Run 1, the clock network:
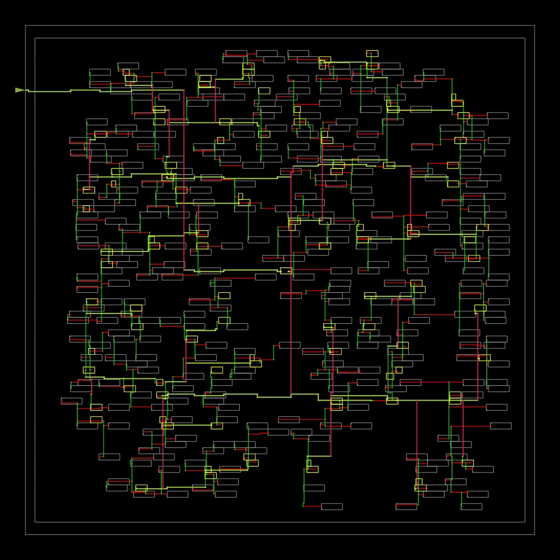
Run 1, gate-type map:
Scale bar: 50 um.
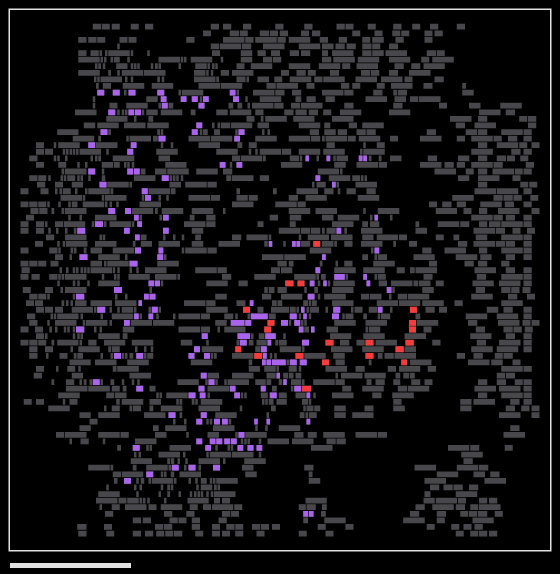
Run 1, wiring by layer:
Only two layers are drawn.
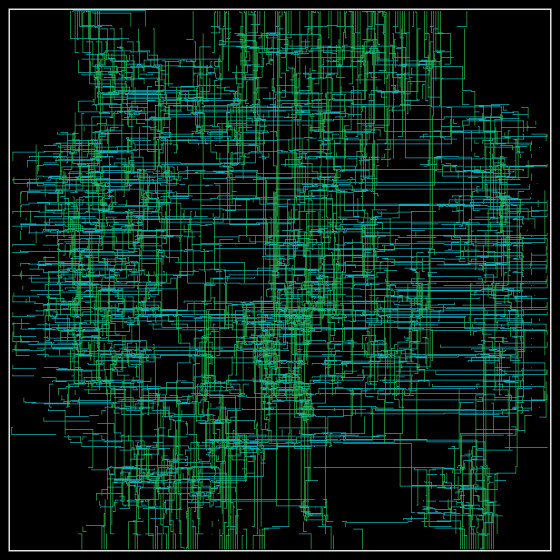
Run 1, pin placement:
Pins as bars across the die edge, other pins in gray.
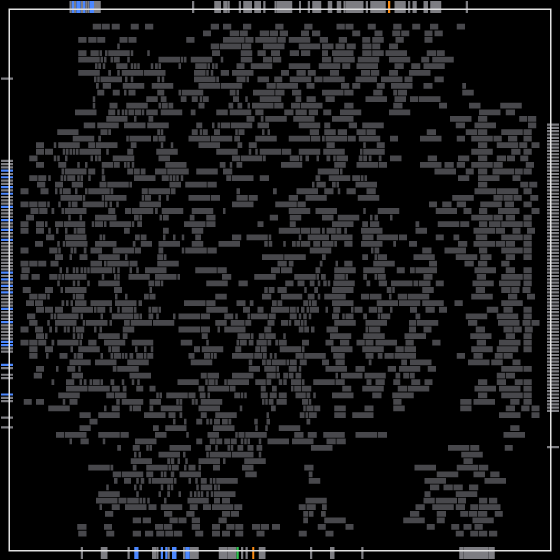
Design ycc_fp_sequencer, sky130hd; sources not shown.
==> qor.csv, run 1 <==
metric,value,unit
path_clk_slew,50,ps
tapCellCount,600,
cp.required,11840,ps
status,completed,
max_cap_viol_count,0,
cp.arrival,3490,ps
wl_met1,21550,um
drc,0,
overflow,0,
p_switching,2131,uW
dr_wl_met2,19340,um
clock-sinks,330,
syn_area,13890,sq um
die_area,49790,sq um
finalPower,5371,uW
finalSetupTns,0,ps
final_cell_mix,"dfrtp_1 (330), nand2_1 (306), clkdlybuf4s50_1 (296), mux2_2 (158), clkbuf_8 (81)",
dr_wl_met3,2888,um
ys_seq_share,0.5947,
yosys_cells,1230,
ys_top_cells_by_area,"dfrtp_1 (59%), mux2_2 (13%), nand2_1 (8.3%), nor2_1 (1.9%), a221oi_1 (1.8%)",
final_core_util,0.4104,
first_pass_iters,5,
cts_tree,yes,
combGateArea,5279,sq um
power_frac_comb,0.515,
max_freq,173.7,MHz
path_buffers,2,
p_int,3239,uW
core-area,45580,sq um
cp-start-kind,primary input,
fin_area,18710,sq um
xor_share,0.001261,
setup_slack,8343,ps
io_pins,297,
ys.flops,330,
grt_pass1_wl,68160,um
largestClassByArea,flip-flops and latches,
max_stage_delay,540,ps
nets,1657,
pwr.group.clock,945,uW
highest_layer,met4,
logic_gate_count,800,
cts.repair.resized,0,
hold_class,reg2reg,
htreeDepth,2,
ys_area,13890,sq um
rows,78,
post_cts_buffers,0,
seq_share,0.4414,
routed_via_density,4.914,
seqPwrFrac,0.309,
fillers,4444,
cp_max_fo,5,
ff_count,330,
ys_types,63,
clock_path_buffers,3,
final-seq-area,8258,sq um
-- 'the clock network' (at the start) --
CLK BUF: 95
CTS Buf Count: 59
clk_lat worst skew: 640 ps

-- 'gate-type map' (at the start) --
| color | family | cells | most used |
|---|---|---|---|
| purple | inverting AOI/OAI gates | 155 | a221oi_1 |
| red | AND-OR and OR-AND gates | 20 | o32a_1 |
post-route insts no fill: 2164
Comb/total area: 0.2822
most used logic cell in the final layout: dfrtp_1

-- 'wiring by layer' (at the start) --
| color | layer | wire length |
|---|---|---|
| cyan | met1 | 21.6 mm |
| green | met2 | 19300 um |
WL final: 44720 um
WL per Instance: 20.66 um
Via Count: 10633
gr usage total: 0.1752

-- 'pin placement' (at the start) --
| color | port | pins | direction | edge |
|---|---|---|---|---|
| blue | `R` | 32 | input | 18 left, 8 bottom, 6 top |
| green | `busy` | 1 | output | bottom |
| orange | `fp_operand` | 2 | output | 1 bottom, 1 top |
all pins by edge: 89 right, 82 top, 69 left, 57 bottom
PortBufs: 296
chip width: 223.1 um

==> inputs of run 2 (changes only) <==
--- a/config.mk
+++ b/config.mk
@@ -11,7 +11,7 @@
 export CTS_CLUSTER_DIAMETER = 50
 export DETAILED_ROUTE_END_ITERATION = 6
 export HOLD_SLACK_MARGIN = 0.05
-export PLACE_DENSITY = 0.54
+export PLACE_DENSITY = 0.56
 export SLEW_MARGIN = 20
 export SYNTH_ARGS = -nofsm -noshare
 export SYNTH_HDL_FRONTEND = slang
==> constraint.sdc (replaced) <==
create_clock -name clk -period 4.9 [get_ports clk]
set_clock_uncertainty 0.15 [all_clocks]
set_input_delay 0.735 -clock clk [delete_from_list [all_inputs] [get_ports clk]]
set_output_delay 0.735 -clock clk [all_outputs]
set_load 0.01 [all_outputs]
Run 2, pin placement:
Pins as bars across the die edge, other pins in gray.
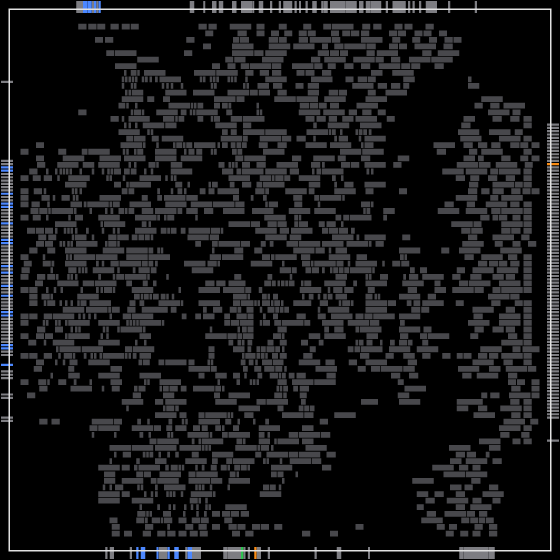
| color | port | pins | direction | edge |
|---|---|---|---|---|
| blue | `R` | 32 | input | 17 left, 9 bottom, 6 top |
| green | `busy` | 1 | output | bottom |
| orange | `fp_operand` | 2 | output | 1 bottom, 1 right |
Die Height: 223.1 um

Run 2, gate-type map:
Scale bar: 50 um.
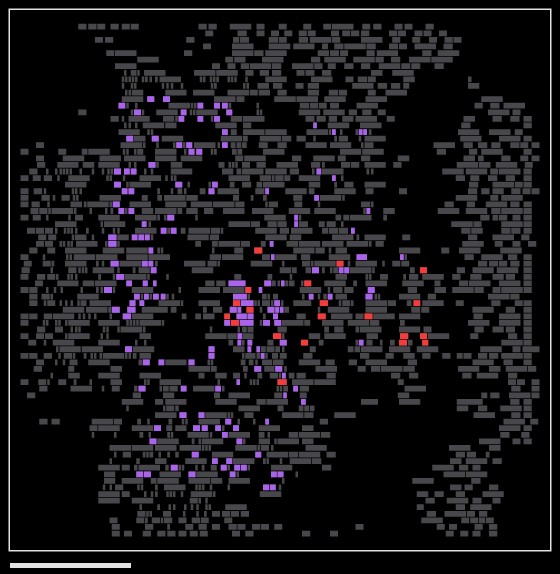
| color | family | cells | most used |
|---|---|---|---|
| purple | inverting AOI/OAI gates | 155 | a221oi_1 |
| red | AND-OR and OR-AND gates | 20 | o32a_1 |
post-route insts no fill: 2177
Comb/total area: 0.2804

==> qor.csv, run 2 <==
metric,value,unit,change
max_cap_viol_count,0,,unchanged
final_common_cell,dfrtp_1,,
vias,10579,,-0.51%
power_frac_comb,0.515,,about the same
finalPower,15530,uW,+190%
path_buffers,1,,-1
max_freq,265.2,MHz,
largestClassByArea,flip-flops and latches,,
routed_via_density,4.859,,-1.1%
post_cts_buffers,0,,unchanged
die_area,49790,sq um,unchanged
drc,0,,unchanged
clock_path_buffers,3,,unchanged
wl_met1,21130,um,-2.0%
setup_slack,1129,ps,-7214 ps
nets,1666,,+0.54%
postSynthNetCount,1366,,
first_pass_iters,6,,+1
ys_area,13890,sq um,unchanged
status,completed,,
ys_types,63,,unchanged
xor_share,0.001261,,unchanged
core-area,45580,sq um,unchanged
fin_area,18820,sq um,+0.62%
cts_tree,yes,,
rows,78,,unchanged
max_stage_delay,780,ps,+240 ps
seqPwrFrac,0.307,,-0.002
die_w,223.1,um,unchanged
ys.flops,330,,unchanged
ys_seq_share,0.5947,,unchanged
tapCellCount,600,,unchanged
fin_crit_sh,0.7697,,
numCtsBuffers,57,,-3.4%
cp.arrival,4160,ps,+670 ps
insertion_delay,620,ps,-20 ps
combGateArea,5278,sq um,about the same
routed_wl,44220,um,-1.1%
seq_share,0.4387,,-0.002730
finalSetupTns,0,ps,unchanged
hold_class,reg2reg,,
logic_gate_count,800,,unchanged
dr_wl_met2,19240,um,-0.52%
final_core_util,0.4130,,+0.002553
htreeDepth,2,,unchanged
highest_layer,met5,,
p_int,9459,uW,+190%
final-seq-area,8258,sq um,unchanged
grt_pass1_wl,67050,um,-1.6%
ys_top_cells_by_area,"dfrtp_1 (59%), mux2_2 (13%), nand2_1 (8.3%), nor2_1 (1.9%), a221oi_1 (1.8%)",,
clock-sinks,330,,unchanged
syn_area,13890,sq um,unchanged
wl_per_cell,20.31,um,-1.7%
p_switching,6066,uW,+180%
final_cell_mix,"dfrtp_1 (330), nand2_1 (306), clkdlybuf4s50_1 (296), mux2_2 (158), clkbuf_8 (73)",,
dr_wl_met3,3031,um,+5.0%
